Fig. 1: cell outlines without signal wires
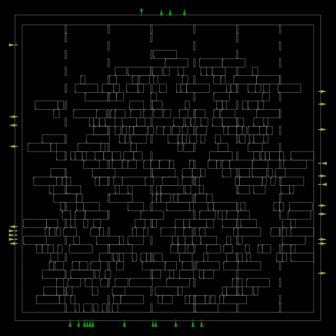
Fig. 2: signal wires by layer
Bar = 20 microns.
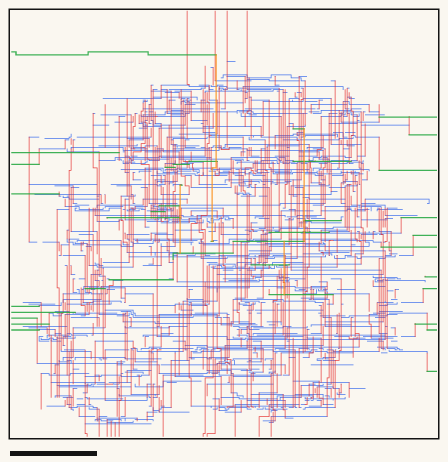
Fig. 3: signal wires on met3
Bar = 20 microns.
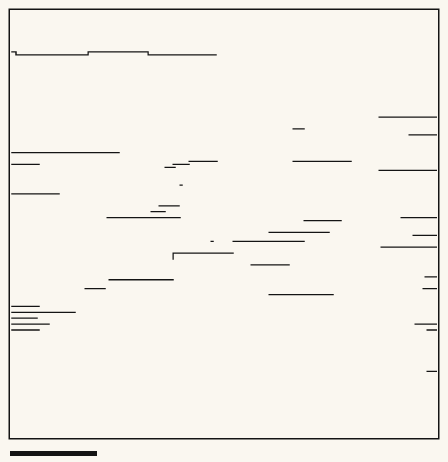
### src/rtl/dequant_if.sv
// Valid/ready bundle between the level decoder, the dequantizer and the
// reconstruction output. The dequantizer takes the slave view; the upstream
// and downstream agents together take the master view.
interface dequant_if #(
    parameter int LEVEL_WIDTH = 6,
    parameter int STEP_WIDTH  = 9,
    parameter int RECON_WIDTH = LEVEL_WIDTH + STEP_WIDTH
);
    logic                   in_valid;
    logic                   in_ready;
    logic [LEVEL_WIDTH-1:0] level;
    logic [STEP_WIDTH-1:0]  step;
    logic                   out_valid;
    logic                   out_ready;
    logic [RECON_WIDTH-1:0] recon;

    modport master (
        output in_valid,
        output level,
        output step,
        output out_ready,
        input  in_ready,
        input  out_valid,
        input  recon
    );

    modport slave (
        input  in_valid,
        input  level,
        input  step,
        input  out_ready,
        output in_ready,
        output out_valid,
        output recon
    );
endinterface

### src/rtl/dequant_multiplier.sv
// Dequantizer: rebuilds a sample at the middle of its quantization bin,
//   recon = level*step + (level != 0 ? step>>1 : 0)
// using a shift-add multiplier that retires one level bit per clock. The
// midpoint offset is preloaded into the accumulator at accept time, so the
// multiply loop itself is a plain shift-add and latency never depends on data.
module dequant_multiplier #(
    parameter int LEVEL_WIDTH = 6,
    parameter int STEP_WIDTH  = 9,
    parameter int RECON_WIDTH = LEVEL_WIDTH + STEP_WIDTH
) (
    input  logic     clk,
    input  logic     rst,
    dequant_if.slave bus
);

    // Wide enough to hold LEVEL_WIDTH-1 even when LEVEL_WIDTH is a power of two.
    localparam int CNT_W = $clog2(LEVEL_WIDTH + 1);
    localparam logic [CNT_W-1:0] LAST_BIT = CNT_W'(LEVEL_WIDTH - 1);

    typedef enum logic [1:0] {
        IDLE = 2'd0,
        MUL  = 2'd1,
        DONE = 2'd2
    } state_t;

    state_t                 state_r;
    logic                   in_ready_r;
    logic                   out_valid_r;
    logic [RECON_WIDTH-1:0] recon_r;
    logic [RECON_WIDTH-1:0] acc_r;
    logic [RECON_WIDTH-1:0] mcand_r;
    logic [LEVEL_WIDTH-1:0] mult_sh_r;
    logic [CNT_W-1:0]       bitcnt_r;
    logic [RECON_WIDTH-1:0] acc_next_s;

    // Bin-midpoint offset; a zero level reconstructs to exactly zero.
    function automatic logic [RECON_WIDTH-1:0] mid_offset(
        input logic [LEVEL_WIDTH-1:0] lvl,
        input logic [STEP_WIDTH-1:0]  stp
    );
        logic [STEP_WIDTH-1:0] half;
        half = stp >> 1'b1;
        if (lvl != {LEVEL_WIDTH{1'b0}}) begin
            return {{(RECON_WIDTH-STEP_WIDTH){1'b0}}, half};
        end else begin
            return {RECON_WIDTH{1'b0}};
        end
    endfunction

    // Partial-product add for the level bit currently at the bottom of the shifter.
    always_comb begin
        acc_next_s = acc_r;
        if (mult_sh_r[0]) begin
            acc_next_s = acc_r + mcand_r;
        end else begin
            acc_next_s = acc_r;
        end
    end

    // Control FSM and datapath registers; all handshake outputs are registered.
    always_ff @(posedge clk) begin
        if (rst) begin
            state_r     <= IDLE;
            in_ready_r  <= 1'b1;
            out_valid_r <= 1'b0;
            recon_r     <= {RECON_WIDTH{1'b0}};
            acc_r       <= {RECON_WIDTH{1'b0}};
            mcand_r     <= {RECON_WIDTH{1'b0}};
            mult_sh_r   <= {LEVEL_WIDTH{1'b0}};
            bitcnt_r    <= {CNT_W{1'b0}};
        end else begin
            case (state_r)
                IDLE: begin
                    if (bus.in_valid) begin
                        mult_sh_r  <= bus.level;
                        mcand_r    <= {{(RECON_WIDTH-STEP_WIDTH){1'b0}}, bus.step};
                        acc_r      <= mid_offset(bus.level, bus.step);
                        bitcnt_r   <= {CNT_W{1'b0}};
                        in_ready_r <= 1'b0;
                        state_r    <= MUL;
                    end
                end
                MUL: begin
                    acc_r     <= acc_next_s;
                    mcand_r   <= mcand_r << 1'b1;
                    mult_sh_r <= mult_sh_r >> 1'b1;
                    bitcnt_r  <= bitcnt_r + CNT_W'(1);
                    if (bitcnt_r == LAST_BIT) begin
                        // Last bit: publish the result straight from the adder.
                        recon_r     <= acc_next_s;
                        out_valid_r <= 1'b1;
                        state_r     <= DONE;
                    end
                end
                DONE: begin
                    // recon_r is untouched here, so it is stable while stalled.
                    if (bus.out_ready) begin
                        out_valid_r <= 1'b0;
                        in_ready_r  <= 1'b1;
                        state_r     <= IDLE;
                    end
                end
                default: begin
                    out_valid_r <= 1'b0;
                    in_ready_r  <= 1'b1;
                    state_r     <= IDLE;
                end
            endcase
        end
    end

    assign bus.in_ready  = in_ready_r;
    assign bus.out_valid = out_valid_r;
    assign bus.recon     = recon_r;

endmodule
### src/flat_wrapper.sv
// flat-port wrapper written by rule: the top's interface ports become plain ports
module dequant_multiplier_flat 
#(
    parameter int LEVEL_WIDTH = 6,
    parameter int STEP_WIDTH  = 9,
    parameter int RECON_WIDTH = LEVEL_WIDTH + STEP_WIDTH
)
  (clk, rst, bus_in_valid, bus_level, bus_step, bus_out_ready, bus_in_ready, bus_out_valid, bus_recon);
  dequant_if #(.LEVEL_WIDTH(LEVEL_WIDTH), .STEP_WIDTH(STEP_WIDTH), .RECON_WIDTH(RECON_WIDTH)) bus_i ();
  input  logic clk;
  input  logic rst;
  input wire logic [$bits(bus_i.in_valid)-1:0] bus_in_valid;
  input wire logic [$bits(bus_i.level)-1:0] bus_level;
  input wire logic [$bits(bus_i.step)-1:0] bus_step;
  input wire logic [$bits(bus_i.out_ready)-1:0] bus_out_ready;
  output wire logic [$bits(bus_i.in_ready)-1:0] bus_in_ready;
  output wire logic [$bits(bus_i.out_valid)-1:0] bus_out_valid;
  output wire logic [$bits(bus_i.recon)-1:0] bus_recon;
  assign bus_i.in_valid = bus_in_valid;
  assign bus_i.level = bus_level;
  assign bus_i.step = bus_step;
  assign bus_i.out_ready = bus_out_ready;
  assign bus_in_ready = bus_i.in_ready;
  assign bus_out_valid = bus_i.out_valid;
  assign bus_recon = bus_i.recon;
  dequant_multiplier #(.LEVEL_WIDTH(LEVEL_WIDTH), .STEP_WIDTH(STEP_WIDTH), .RECON_WIDTH(RECON_WIDTH)) u_core (.clk(clk), .rst(rst), .bus(bus_i));
endmodule
### config.mk
export PLATFORM = sky130hd
export DESIGN_NAME = dequant_multiplier_flat
export DESIGN_NICKNAME = d
export VERILOG_FILES = /design/src/rtl/dequant_if.sv /design/src/rtl/dequant_multiplier.sv /design/src/flat_wrapper.sv
export SDC_FILE = /design/constraint.sdc
export NUM_CORES = 1
export LEC_CHECK = 0
export CAP_MARGIN = 20
export CORE_MARGIN = 2
export CORE_UTILIZATION = 35
export CTS_CLUSTER_DIAMETER = 60
export DETAILED_ROUTE_END_ITERATION = 7
export DONT_BUFFER_PORTS = 1
export PLACE_DENSITY = 0.51
export RECOVER_POWER = 25
export SLEW_MARGIN = 5
export SYNTH_ARGS = -nofsm -noshare
export SYNTH_HDL_FRONTEND = slang
export SYNTH_SLANG_ARGS = --single-unit
export TNS_END_PERCENT = 20
### constraint.sdc
create_clock -name clk -period 6.83 [get_ports clk]
set_input_delay 1.366 -clock clk [delete_from_list [all_inputs] [get_ports clk]]
set_output_delay 1.366 -clock clk [all_outputs]
set_load 0.03 [all_outputs]
==> GITHUB_STEP_SUMMARY <==
### Flow metrics

| Metric | Value |
|---|---|
| Die width | 98.4 microns |
| Comb power frac | 12.4% |
| Via count | 2741 |
| Data required time of the worst path | between 7000 and 8000 ps |
| Fill cell count | just over 900 |
| Wire length on met3 | about 350 microns |
| Mapped Cells | 375 |
| P_sw | 0.000209 W |
| CTS Buffer Depth | 2 |
| Most frequent cells in the layout | dfxtp_1, nor2_1, nand2_1 |
| Die Height | ~98 microns |
| Worst min path class | flip-flop to flip-flop |
| Floorplan net count | around 410 |
| Achievable frequency | 0.374 GHz |
| Outcome | complete, no violations |
| GRT met1 Usage | between 20% and 30% |
| Final setup vio count | 0 |
| Pre-Place Util | 35.9% |
| Placer Congestion | 0.826 |
| WS Path Type | flip-flop to flip-flop |
| EDFF count, synth | 0 |
| PwrDens | ~220 nW/um^2 |
| Final HPWL DP | approximately 5900 microns |
| Met2 wire len | between 3000 and 4000 microns |
| Final WS setup | 4160 ps |
| Gr usage total | 18.1% |
| Clock Latency Late Sink | 340 ps |
| Met3 Track Usage GR | under 10% |
| Worst Skew | ~4.6 ps |
| Cts repair resizes | 0 |
| Crit end category | flip-flop |
| Slew HR | 27.5% |
| Internal | 0.000528 W |
| Iteration-0 DRC Markers | about 140 |
| Crit path max fanout | 22 |
| Nets@finish | 397 |
| CTS Hold Bufs | 0 |
| Clk root buf | clkbuf_8 |
| Total CTS buffers | 9 |
| Log Warnings | 27 |
| Setup WS pre-CTS | 4030 ps |
| Most Crowded Layer GR | met2 |
| Clock share of power | ~38% |
| Clock-pin slew on the worst setup and hold paths | around 70 ps |
| DRC viols | 0 |
| Top cell excl fill/tap | dfxtp_1 |
| Syn Std Cell Area | slightly above 3000 sq um |
| CTS tree | built |
| Leakage | 1.31 nW |
| Post-synth regs | roughly 58 |
| DRT Wirelength | 8670 microns |
| Period minus WS final | 2670 ps |
| Worst Setup Start Kind | flip-flop |
| Wire per inst | approximately 18 microns |
| RSZ-0062 raised after global routing | false |
| Initial antenna violation count | 0 |
| Slew Limit Fails | 0 |
| Crit path DAT | 2910 ps |
| Switching part of the total power | 28.3% |
| Register share after synthesis | 37.2% |
About Fig. 1:
core area: 8680 sq um
flop share of the area: 35.0%
final core occ: 38.2%

About Fig. 2:
- red: metal 2 (wire length 3850 microns)
- orange: metal 4 (wire length 97.5 microns)
- green: metal 3 (wire length 355 microns)
- blue: metal 1 (wire length 4360 microns)

About Fig. 3:
- share of all routed wire: 4.1%
- main direction: horizontal

-- final timing paths --
kind	slack (ps)	cells past startpoint	start	end
max	4160	5	u_core.mult_sh_r[0]$_SDFFE_PP0P_	u_core.acc_r[14]$_SDFFE_PP0P_
min	490	2	u_core.acc_r[8]$_SDFFE_PP0P_	u_core.acc_r[8]$_SDFFE_PP0P_
max reg2reg	4160	5	u_core.mult_sh_r[0]$_SDFFE_PP0P_	u_core.acc_r[14]$_SDFFE_PP0P_
min reg2reg	490	2	u_core.acc_r[8]$_SDFFE_PP0P_	u_core.acc_r[8]$_SDFFE_PP0P_
-- synthesized netlist by cell type (4+ instances only) --
cell      instances  area [sq um]
a211oi_1          5          37.5
a222oi_1          4          40.0
nor2b_1          10          62.6
o221a_2           5          56.3
a21oi_1          27           135
inv_1             8          30.0
a22oi_1          11          82.6
a31oi_1           6          37.5
ha_1             16           200
dfxtp_1          58          1160
nor3_1            6          30.0
nor2_1           49           184
o21ai_1           8          40.0
nand2_1          38           143
buf_2             6          30.0
xor2_1            5          43.8
a21o_1            8          60.1
a311oi_1         12           105
o21ai_0          11          55.1
nand2b_1          4          25.0
clkbuf_1         18          67.6
-- stage by stage --
| stage | total power (W) | std cells | hold WS [ps] | utilization (%) | instance area [sq um] |
|---|---|---|---|---|---|
| final | 0.000737 | 474 | 493 | 38.2 | 3320 |
| after global routing | 0.000772 | 474 | 508 | 38.2 | 3320 |
| after global placement | 0.000467 | 458 | 473 | 36.4 | 3160 |
| after floorplan | 0.000447 | 375 | 442 | - | 3120 |
| after detailed placement | 0.000468 | 458 | 482 | 36.4 | 3160 |
| after CTS | 0.000745 | 474 | 492 | 38.3 | 3320 |
-- cell type report --
type,count,area [sq um],area share [%]
multi-input cells,281,1810,54.7
well taps,108,135,4.07
repair buffers,2,11.3,0.339
flip-flops and latches,58,1160,35.0
inverters,9,33.8,1.02
clock inverters,3,15.0,0.452
clock buffers,13,149,4.49
-- flip-flops by register name (all words and copies together) (netlist names) --
signal,cells
u_core.acc_r,15
u_core.mcand_r,15
u_core.bus.out_valid,1
u_core.bitcnt_r,3
u_core.bus.recon,15
u_core.mult_sh_r,6
u_core.state_r,2
u_core.bus.in_ready,1
-- worst max-delay path, cell delays in order (launching register included) --
cell and delay (ps):
dfxtp_1 920, inv_1 420, nor2_1 350, nand2_1 260
or4_1 550, o41ai_1 70
-- logic make-up (layout without fill, tap and decap cells) --
logic type / after synthesis / in the layout / synth area share (%)
simple gates: 128 / 128 / 19.0
mux: 6 / 6 / 2.05
xor+xnor: 7 / 7 / 1.97
flops: 58 / 58 / 37.2
compound gates: 123 / 123 / 28.1
buf+inv: 36 / 27 / 4.57
fa+ha+maj: 17 / 17 / 7.06
-- power by group through the flow --
stage	combinational, W	clock [W]	sequential [W]
after global routing	0.000102	0.000298	0.000371
final	0.0000914	0.000276	0.000369
after detailed placement	0.0000912	0	0.000377
after global placement	0.0000906	0	0.000376
after CTS	0.0000917	0.000284	0.000369
after floorplan	0.0000796	0	0.000368
Power and IR drop assume default switching activity.
